### Wiring heat map

Scale bar: 100 µm. 23 x 16 tiles, from dark purple (low) to yellow (high), scaled to the fullest tile. Values are wire area over tile area, all layers added.
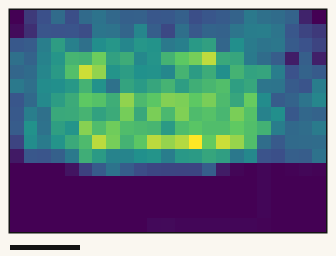
### Nets reached from selected ports

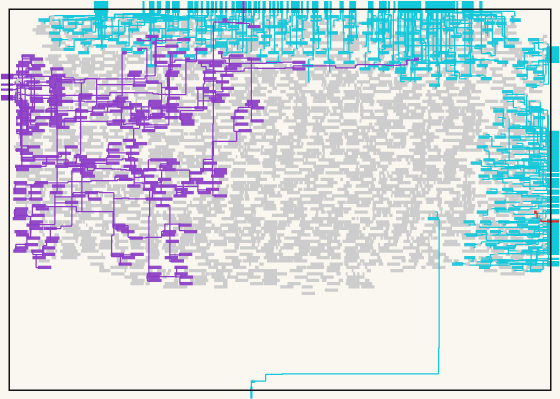
### Cells coloured by class

Scale bar: 100 µm.
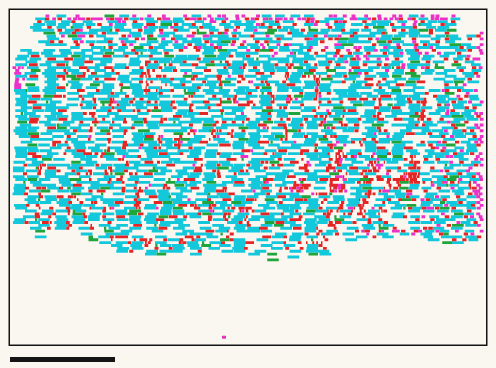
### Routing congestion

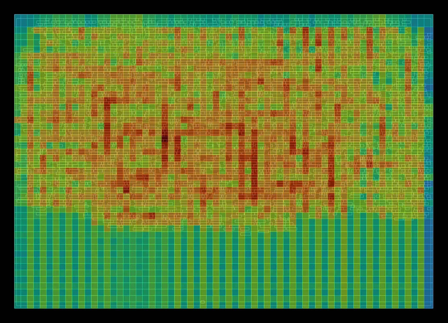
--- src/rtl/gen_win_kxk.sv ---
// gen_win_kxk: KxK sliding-window generator over a raster pixel stream with K-1 line buffers.
// Define GEN_WIN_COORD_EN to add win_row/win_col (top-left coordinate of each window).
module gen_win_kxk #(
   parameter int DATA_W = 9,
   parameter int K      = 5,
   parameter int IMG_W  = 28,
   parameter int IMG_H  = 28,
   parameter int STRIDE = 1
) (
   input  logic                       clk,
   input  logic                       rst,
   input  logic                       clr,
   input  logic                       pix_valid,
   output logic                       pix_ready,
   input  logic [DATA_W-1:0]          pix_data,
   output logic                       win_valid,
   input  logic                       win_ready,
   output logic [K*K*DATA_W-1:0]      win_data,
   output logic                       win_last
`ifdef GEN_WIN_COORD_EN
   ,
   output logic [$clog2(IMG_H)-1:0]   win_row,
   output logic [$clog2(IMG_W)-1:0]   win_col
`endif
);
   localparam int CW = $clog2(IMG_W);
   localparam int RW = $clog2(IMG_H);
   localparam int PW = STRIDE > 1 ? $clog2(STRIDE) : 1;

   logic [DATA_W-1:0]     lb_q  [K-1][IMG_W];
   logic [DATA_W-1:0]     win_q [K][K];
   logic [DATA_W-1:0]     win_d [K][K];
   logic [DATA_W-1:0]     colv  [K];
   logic [K*K*DATA_W-1:0] flat_d, data_q;
   logic [CW-1:0]         col_q, col_d;
   logic [RW-1:0]         row_q, row_d;
   logic [PW-1:0]         cph_q, cph_d, rph_q, rph_d;
   logic                  rdy_q, vld_q, last_q, acc, col_end, row_end, qual;
`ifdef GEN_WIN_COORD_EN
   logic [RW-1:0]         wrow_q;
   logic [CW-1:0]         wcol_q;
   assign win_row = wrow_q;
   assign win_col = wcol_q;
`endif

   assign pix_ready = rdy_q && (!vld_q || win_ready);
   assign acc       = pix_valid && pix_ready;
   assign win_valid = vld_q;
   assign win_data  = data_q;
   assign win_last  = last_q;

   assign col_end = col_q == CW'(IMG_W-1);
   assign row_end = row_q == RW'(IMG_H-1);
   assign qual    = col_q >= CW'(K-1) && row_q >= RW'(K-1) && cph_q == '0 && rph_q == '0;
   assign col_d   = col_end ? '0 : col_q + 1'b1;
   assign row_d   = !col_end ? row_q : row_end ? '0 : row_q + 1'b1;
   // Stride phases stay at 0 until the first full window position, then count modulo STRIDE.
   assign cph_d   = (col_end || col_q < CW'(K-1) || cph_q == PW'(STRIDE-1)) ? '0 : cph_q + 1'b1;
   assign rph_d   = !col_end ? rph_q :
                    (row_end || row_q < RW'(K-1) || rph_q == PW'(STRIDE-1)) ? '0 : rph_q + 1'b1;

   always_comb begin
      for (int r = 0; r < K-1; r++) colv[r] = lb_q[r][col_q];
      colv[K-1] = pix_data;
      for (int r = 0; r < K; r++) begin
         for (int c = 0; c < K-1; c++) win_d[r][c] = win_q[r][c+1];
         win_d[r][K-1] = colv[r];
      end
      flat_d = '0;
      for (int r = 0; r < K; r++)
         for (int c = 0; c < K; c++) flat_d[(r*K+c)*DATA_W +: DATA_W] = win_d[r][c];
   end

   // Line buffers and window shift register hold data only; row/column gating masks stale contents.
   always_ff @(posedge clk)
      if (acc && !clr) begin
         win_q <= win_d;
         for (int r = 0; r < K-2; r++) lb_q[r][col_q] <= lb_q[r+1][col_q];
         lb_q[K-2][col_q] <= pix_data;
      end

   always_ff @(posedge clk or posedge rst)
      if (rst) begin
         rdy_q  <= 1'b0;
         vld_q  <= 1'b0;
         last_q <= 1'b0;
         data_q <= '0;
         col_q  <= '0;
         row_q  <= '0;
         cph_q  <= '0;
         rph_q  <= '0;
`ifdef GEN_WIN_COORD_EN
         wrow_q <= '0;
         wcol_q <= '0;
`endif
      end else begin
         rdy_q <= 1'b1;
         if (clr) begin
            vld_q  <= 1'b0;
            last_q <= 1'b0;
            col_q  <= '0;
            row_q  <= '0;
            cph_q  <= '0;
            rph_q  <= '0;
         end else begin
            if (vld_q && win_ready) vld_q <= 1'b0;
            if (acc) begin
               col_q <= col_d;
               row_q <= row_d;
               cph_q <= cph_d;
               rph_q <= rph_d;
               vld_q <= qual;
               if (qual) begin
                  data_q <= flat_d;
                  last_q <= col_end && row_end;
`ifdef GEN_WIN_COORD_EN
                  wrow_q <= row_q - RW'(K-1);
                  wcol_q <= col_q - CW'(K-1);
`endif
               end
            end
         end
      end
endmodule
--- config.mk ---
export PLATFORM = sky130hd
export DESIGN_NAME = gen_win_kxk
export DESIGN_NICKNAME = d
export VERILOG_FILES = /design/src/rtl/gen_win_kxk.sv
export SDC_FILE = /design/constraint.sdc
export NUM_CORES = 1
export LEC_CHECK = 0
export ABC_AREA = 0
export CORE_ASPECT_RATIO = 0.7
export CORE_MARGIN = 2
export CORE_UTILIZATION = 38
export CTS_CLUSTER_DIAMETER = 120
export DETAILED_ROUTE_END_ITERATION = 10
export SYNTH_ARGS = -nofsm -noshare
export SYNTH_HDL_FRONTEND = slang
export SYNTH_SLANG_ARGS = --single-unit
--- constraint.sdc ---
create_clock -name clk -period 19.1 [get_ports clk]
set_clock_uncertainty 0.05 [all_clocks]
set_input_delay 3.82 -clock clk [delete_from_list [all_inputs] [get_ports clk]]
set_output_delay 3.82 -clock clk [all_outputs]
set_load 0.005 [all_outputs]
==> CHANGELOG.md <==
### Implementation results

- CTS HTree Levels: 3
- Run status: finished clean
- Root cell of the clock tree: clkbuf_16
- Antenna-violating nets left: 0
- Type of the worst setup path: input pin to output port
- Cell count in the Yosys report: 2682
- Hold path cells: 0
- Hold path startpoint: flat_d[195]$_DFFE_PP_
- Number of detailed-route iterations in the first pass: 7
- Cell Area, Placed: 58200 µm²
- Post-DR wirelength/cell: 26.4 µm
- End point of the most critical hold path: flat_d[186]$_DFFE_PP_
- DRT iter0 DRCs: 3362
- Setup TNS after final layout: 0 ps
- Reg2reg start: col_q[0]$_DFFE_PP0P_
- Total global routing track utilization: 17.9%
- Critical path arrival: 5040 ps
- Max VDD drop: 71.6 µV
- Total design power: 6.14 mW
- Asr flop ratio synth: 16.8%
- Number of nets in the layout: 3015
- Top achievable clock speed: 112 MHz
- Number of vias in the routed layout: 26700
- Number of unique standard cell types used by synthesis: 57
- Cells along the critical path: clkdlybuf4s50_1 > nand2b_1 > and2_1 > clkdlybuf4s50_1
- Commonest cells after routing, fill and taps aside: 1188 x edfxtp_1, 310 x mux2i_1, 240 x clkdlybuf4s50_1, 237 x dfrtp_1, 209 x mux2_2
- Areal power density over the cells: 98.8 nW/µm²
- Mux frac, synth: 14.7%
- Number of enable-type register cells in the synthesized netlist: 1188
- Post-synthesis sequential area ratio: 78.3%
- Most common library cell in the layout ignoring fill and taps: edfxtp_1
- Total count of hold-check failures in the final report: 0
- Cts repair resizes: 0
- Buf/Inv on CP: 2
- Slowest stage cell, crit path: clkdlybuf4s50_1
- Setup Viol. Count Final: 0
- Antenna violations before repair: 11
- Dpl ws: 10180 ps
- Pins over their slew limit: 0
- GRT overflow: 0
- Slew Limit Headroom: 6.59%
- Summed instance area of the synthesized netlist: 53200 µm²
- RePlAce Congestion: 0.776
- Total number of clock tree sinks: 1428
- Number of buffers added to fix hold violations after cts: 0
- Last element of the critical path: pix_ready
- Leak: 20.9 nW
- Register-to-register path setup slack: 13050 ps
## Picture notes: 'Wiring heat map'
The densest ninth of the die: middle. The fullest tile reaches 0.44. 28% of the tiles are nearly empty. 31% of the tiles are over half the peak. The emptiest ninth of the die: bottom right.

## Picture notes: 'Nets reached from selected ports'
Purple stands for pix_data, bits 9, direction input, end cells 270, buffers 15, wire 5090 µm. Cyan stands for win_data, bits 225, direction output, end cells 225, buffers 225, wire 10200 µm. Red stands for pix_ready, bits 1, direction output, end cells 1, buffers 1, wire 13.6 µm.
number of buffers inserted by port buffering: 241
Top Ports: 242

## Picture notes: 'Cells coloured by class'
Red stands for combinational and other logic, cells 1115, share of their area 18%. Cyan stands for sequential cells, cells 1428, share of their area 70%. Green stands for clock drivers and dummy loads, cells 223, share of their area 6.7%. Magenta stands for remaining buffers and delay cells, cells 330, share of their area 5.2%.
final design area excluding fillers: 62200 µm²
number of cell rows: 114
flip-flop and latch share of the layout cell area: 67.1%

## Picture notes: 'Routing congestion'
global routing met2 resource utilization: 25.1%
final core utilization: 44.9%

-- where the power goes --
group	internal [mW]	switching, mW
clock	1.41	1.10
sequential	3.41	0.00810
combinational	0.0618	0.150
-- area by class of cell --
class	instances	area, µm²
antenna	2	5.00
clock inverter	74	773
timing repair buffer	330	3140
tap	1856	2320
clock buffer	149	3230
fill	11800	76300
sequential	1428	41700
inverter	5	26.3
multi-input combinational	1110	11000
-- sequential cells by signal (all words and copies together) (netlist names) --
| signal | flops |
|---|---|
| flat_d | 180 |
| row_q | 5 |
| lb_q | 1008 |
| rph_q | 1 |
| win_valid | 1 |
| rdy_q | 1 |
| cph_q | 1 |
| win_last | 1 |
| col_q | 5 |
| win_data | 225 |
-- per-layer routing --
metal  vias to the layer above  routed length [µm]  track usage (%)
met2                      1148               55400             25.1
met3                       155               12900             4.72
met1                     14100               60500             28.1
met4                         0                2070             3.46
met5                         -                   0                0
li1                      11300                   -                -
-- synthesized netlist by cell type, drive strengths merged, types with 2 or more instances --
cell type	instances	share of area, %
edfxtp	1188	67
mux2i	310	5.8
dfrtp	240	11
mux2	225	4.8
buf	104	1.3
mux4	98	4.1
a22oi	77	1.1
nand2	71	0.50
o22ai	65	0.76
nand3	58	0.55
nor2	44	0.31
clkbuf	35	0.25
a211oi	30	0.42
a21oi	21	0.20
nand4	17	0.20
nand2b	9	0.11
nor3	9	0.12
nor2b	7	0.082
o21ai	7	0.066
and2	6	0.071
ha	6	0.14
a31oi	5	0.059
inv	5	0.035
nand4b	4	0.066
nor4	4	0.047
o32ai	4	0.066
a2111oi	3	0.054
nand4bb	3	0.063
a21o	2	0.028
a221oi	2	0.033
a311oi	2	0.033
a32oi	2	0.033
nor3b	2	0.028
or3	2	0.024
or4b	2	0.038
Power is estimated from default activity; no workload was simulated.
